==> images/final_clocks.png <==
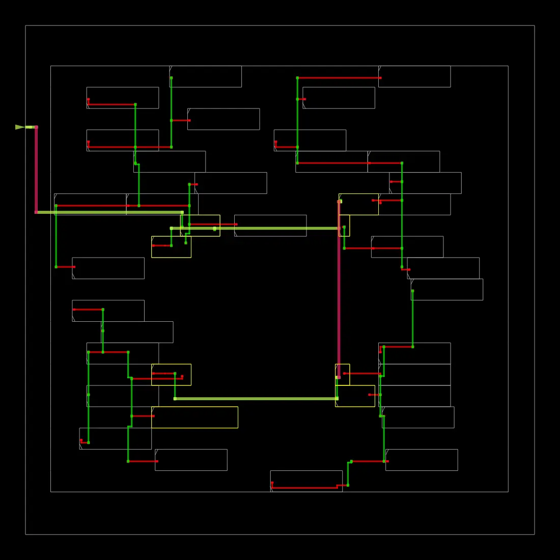
==> images/gate_families.png <==
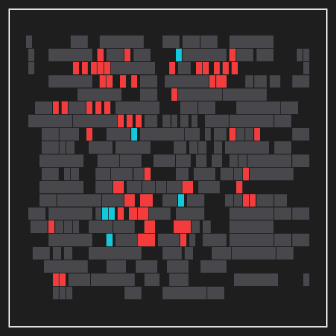
==> images/pdn.png <==
Pins as bars on the die edge.
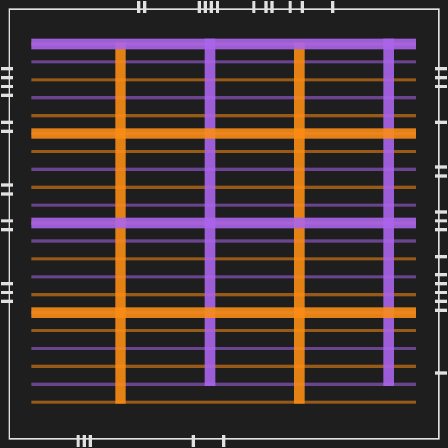
`config.mk`:
```
export PLATFORM = sky130hd
export DESIGN_NAME = sigmoid_segment_fetch
export DESIGN_NICKNAME = d
export VERILOG_FILES = /design/src/rtl/sigmoid_pkg.sv /design/src/rtl/sigmoid_sample_rom.sv /design/src/rtl/sigmoid_segment_fetch.sv
export SDC_FILE = /design/constraint.sdc
export NUM_CORES = 1
export LEC_CHECK = 0
export CAP_MARGIN = 10
export CORE_MARGIN = 3
export CORE_UTILIZATION = 50
export CTS_BUF_LIST = sky130_fd_sc_hd__clkbuf_8
export CTS_CLUSTER_DIAMETER = 60
export DETAILED_ROUTE_END_ITERATION = 7
export PLACE_DENSITY_LB_ADDON = 0.3
export SYNTH_ARGS = -nofsm -noshare
export SYNTH_HDL_FRONTEND = slang
export SYNTH_SLANG_ARGS = --single-unit
```
`constraint.sdc`:
```
create_clock -name clk -period 4.2 [get_ports clk]
set_input_delay 0.84 -clock clk [delete_from_list [all_inputs] [get_ports clk]]
set_output_delay 0.84 -clock clk [all_outputs]
set_load 0.02 [all_outputs]
```
`src/rtl/sigmoid_pkg.sv`:
```
// Shared fixed-point constants and sigmoid sample table for the LSTM sigmoid path.
// Used by the segment fetch stage, the interpolator and their golden models.
package sigmoid_pkg;

   localparam int DATA_W      = 8;
   localparam int FRAC_W      = 4;
   localparam int TABLE_DEPTH = 17;

   typedef logic signed [DATA_W-1:0] sample_t;

   // round(16 * sigmoid(k - 8)) for k = 0..16, in Q4.4.
   localparam sample_t SIGMOID_TABLE [TABLE_DEPTH] = '{
      8'sd0,  8'sd0,  8'sd0,  8'sd0,  8'sd0,  8'sd1,  8'sd2,  8'sd4,
      8'sd8,  8'sd12, 8'sd14, 8'sd15, 8'sd16, 8'sd16, 8'sd16, 8'sd16,
      8'sd16
   };

endpackage

```
`src/rtl/sigmoid_sample_rom.sv`:
```
// Constant case-ROM of the 17 sigmoid samples; addresses above 16 read as 0.
module sigmoid_sample_rom
   import sigmoid_pkg::*;
(
   input  logic [4:0] addr,
   output sample_t    data
);

   always_comb begin
      // NOTE: default first so every path assigns data and no latch is inferred.
      data = '0;
      case (addr)
         5'd0:  data = 8'sd0;
         5'd1:  data = 8'sd0;
         5'd2:  data = 8'sd0;
         5'd3:  data = 8'sd0;
         5'd4:  data = 8'sd0;
         5'd5:  data = 8'sd1;
         5'd6:  data = 8'sd2;
         5'd7:  data = 8'sd4;
         5'd8:  data = 8'sd8;
         5'd9:  data = 8'sd12;
         5'd10: data = 8'sd14;
         5'd11: data = 8'sd15;
         5'd12: data = 8'sd16;
         5'd13: data = 8'sd16;
         5'd14: data = 8'sd16;
         5'd15: data = 8'sd16;
         5'd16: data = 8'sd16;
         default: data = '0;
      endcase
   end

endmodule

```
`src/rtl/sigmoid_segment_fetch.sv`:
```
// Two-stage segment fetch feeding the sigmoid PWL interpolator (valid/ready, 1 sample/cycle).
// Define SIGMOID_SEGMENT_FETCH_STATS_EN to add the saturating 16-bit out_count transfer counter.
module sigmoid_segment_fetch
   import sigmoid_pkg::*;
#(
   parameter int DATA_W      = 8,
   parameter int FRAC_W      = 4,
   parameter int TABLE_DEPTH = 17
) (
   input  logic                     clk,
   input  logic                     rst,
   input  logic        [DATA_W-1:0] in_x,
   input  logic                     in_valid,
   output logic                     in_ready,
   output logic signed [DATA_W-1:0] base,
   output logic signed [DATA_W-1:0] next_data,
   output logic signed [DATA_W-1:0] change,
   output logic        [DATA_W-1:0] remaining,
   output logic                     out_valid,
   input  logic                     out_ready
`ifdef SIGMOID_SEGMENT_FETCH_STATS_EN
   ,
   output logic [15:0]              out_count
`endif
);

   localparam int IDX_W  = DATA_W - FRAC_W;
   localparam int ADDR_W = $clog2(TABLE_DEPTH);

   logic              advance;
   logic              s1_valid;
   logic [IDX_W-1:0]  s1_index;
   logic [FRAC_W-1:0] s1_rem;
   logic [ADDR_W-1:0] addr_lo;
   logic [ADDR_W-1:0] addr_hi;
   sample_t           rom_lo;
   sample_t           rom_hi;

   // Whole pipe moves together; it only freezes when a held output is not taken.
   assign advance  = !out_valid || out_ready;
   assign in_ready = advance;

   // Flipping the sign bit turns the signed integer part into an offset-binary index.
   always_ff @(posedge clk or negedge rst) begin
      if (!rst) begin
         s1_valid <= 1'b0;
         s1_index <= '0;
         s1_rem   <= '0;
      end else if (advance) begin
         // NOTE: non-blocking so every register samples pre-edge values regardless of block order.
         s1_valid <= in_valid;
         s1_index <= {~in_x[DATA_W-1], in_x[DATA_W-2:FRAC_W]};
         s1_rem   <= in_x[FRAC_W-1:0];
      end
   end

   assign addr_lo = ADDR_W'(s1_index);
   assign addr_hi = addr_lo + ADDR_W'(1);

   sigmoid_sample_rom u_rom_lo (.addr(addr_lo), .data(rom_lo));
   sigmoid_sample_rom u_rom_hi (.addr(addr_hi), .data(rom_hi));

   always_ff @(posedge clk or negedge rst) begin
      if (!rst) begin
         out_valid <= 1'b0;
         base      <= '0;
         next_data <= '0;
         change    <= '0;
         remaining <= '0;
      end else if (advance) begin
         out_valid <= s1_valid;
         base      <= rom_lo;
         next_data <= rom_hi;
         change    <= rom_hi - rom_lo;
         remaining <= {{(DATA_W-FRAC_W){1'b0}}, s1_rem};
      end
   end

`ifdef SIGMOID_SEGMENT_FETCH_STATS_EN
   always_ff @(posedge clk or negedge rst) begin
      if (!rst) begin
         out_count <= '0;
      end else if (out_valid && out_ready && (out_count != 16'hFFFF)) begin
         out_count <= out_count + 16'd1;
      end
   end
`else
   // Default build carries no transfer counter.
`endif

endmodule

```
==> flow_results.org <==
* Implementation run

** Critical path
- Per STA, the worst path accumulates the most delay in the family buffers and inverters.
- The signal on the critical path passes through clkdlybuf4s50_1 -> nor2b_1 -> buf_4 -> clkinv_1 -> clkdlybuf4s50_1.
- For this design, the slowest cell found on the critical path is sky130_fd_sc_hd__clkdlybuf4s50_1.
- Startpoint Class :: input pin
- The critical path contains buffers and inverters numbering 4 combined.
- The longest incremental delay of any stage on the critical path is reported as between 0.5 and 0.6 ns.
- Worst r2r dst :: change[6]
- Startpoint of the most critical register-to-register path :: s1_index[1]
- The critical path is of the input pin to primary output type.
- According to the timing report, the critical path is launched from out_ready.

** Finish
- The filler cells instantiated in the layout total 259.
- Sequential cell area in the final layout :: roughly 800 µm²
- Register share of the cell area :: between 30% and 40%
- In the final design database the tool counted roughly 240 nets.
- Combinational Area :: ~830 µm²
- Inverters excl. clock :: 6
- In the final layout, the share of cells above drive strength 1 is under 10%.
- Final Core Density :: between 60% and 70%
- The layout report gives the multi-input gate share of total cell area as roughly two fifths.
- Fraction of area in non-clock buffers :: 17.0%
- The final layout report lists a clock buffer count of 5.
- Max reg flops :: 8
- # diodes :: 0
- The clock network takes up between 4 and 5% of total cell area after layout.

** Clocking
- The skew report gives the latency at the later pin of the worst-skew pair as between 0.2 and 0.3 ns.
- The post-CTS hold buffer count recorded in the log is 0.
- In this run the post-CTS setup repair buffer count came out at 0.
- The H-tree generated during clock tree synthesis spans 2 levels.

** Pwr
- Power attributed to combinational cells is ~0.00053 W.
- Of all power groups, the one with the highest power is combinational cells.
- The power report lists the sequential group at between 0.0004 and 0.0005 W.
- Power Clock :: 0.000281 W
- The power report puts the leakage power at 1.03 nW.
- PnR Total Power :: around 0.0013 W
- The internal portion of the total power is roughly 0.00082 W.
- Net switching is roughly a third of the power.

** Synth
- The synthesized netlist devotes a little under an eighth of its cell area to compound gates.
- The largest total area in the synthesized netlist belongs to sky130_fd_sc_hd__dfrtp_1.
- Sequential share of the synthesized area :: between 40% and 50%
- The synthesis report gives the async set-or-reset register share as 100%.
- For this run, the chip area from Yosys synthesis comes to 1740 µm².
- Post-synthesis cell area :: around 1700 µm²
- Count of library flops with an enable pin :: 0
- Library cell with the highest instance count after synthesis :: sky130_fd_sc_hd__nand2_1
- Yosys attributes the largest share of cell area to sky130_fd_sc_hd__dfrtp_1 46%, sky130_fd_sc_hd__ha_1 9.3%, sky130_fd_sc_hd__nand2_1 8.8%, sky130_fd_sc_hd__buf_4 5.2%, sky130_fd_sc_hd__a21oi_1 2.6%.
- The synthesized netlist contains about 40 unique library cells.

** Global route
- The layer flagged by global routing as most heavily used is met2.
- Overall routing resource usage :: between 15 and 20%
- For this run, global-route usage on met1 was measured as 21.8%.
- Entering global routing, the biggest net connects 33 pins.

** Floorplanning
- Width of the die :: ~65 µm
- Tap cells :: around 44
- Pre-Place Util :: 54.8%
- The core region is about 3200 µm².

** Route
- The detailed router reports a met2 wire length of 1670 µm.
- Highest Signal Layer :: met4
- The routed design uses ~190 µm of met3 wire.
- Initial drt markers :: roughly 77
- Detailed-route wire length :: between 3000 and 4000 µm

** STA
- Setup repair after global routing missed its margin :: false
- Post-route worst hold slack :: between 0.4 and 0.5 ns
- Final-report max-slew violation count :: 0

** Worst hold path
- Hold depth :: 1
- Hold analysis lists the worst path endpoint as out_valid.
- The tightest min-delay check is of the flip-flop to flip-flop type.

** Place
- Per the post-place timing report, worst setup slack is roughly 1.1 ns.
- Port bufs :: 35

** Status
- Run status :: completed
-- final_clocks.png (at the start) --
number of buffers added by the clock tree synthesis step: 5
maximum clock skew at final layout: 0.00548 ns

-- gate_families.png (at the start) --
- cyan: inverters (cells 6)
- red: NAND gates (cells 51)

-- pdn.png (at the start) --
- purple: VDD
- orange: VSS
- met5 straps: 4
- signal pins: 46
- rows: 20
- met4 straps: 4

Power figures rest on the tool's default switching activity, not on a simulated workload.
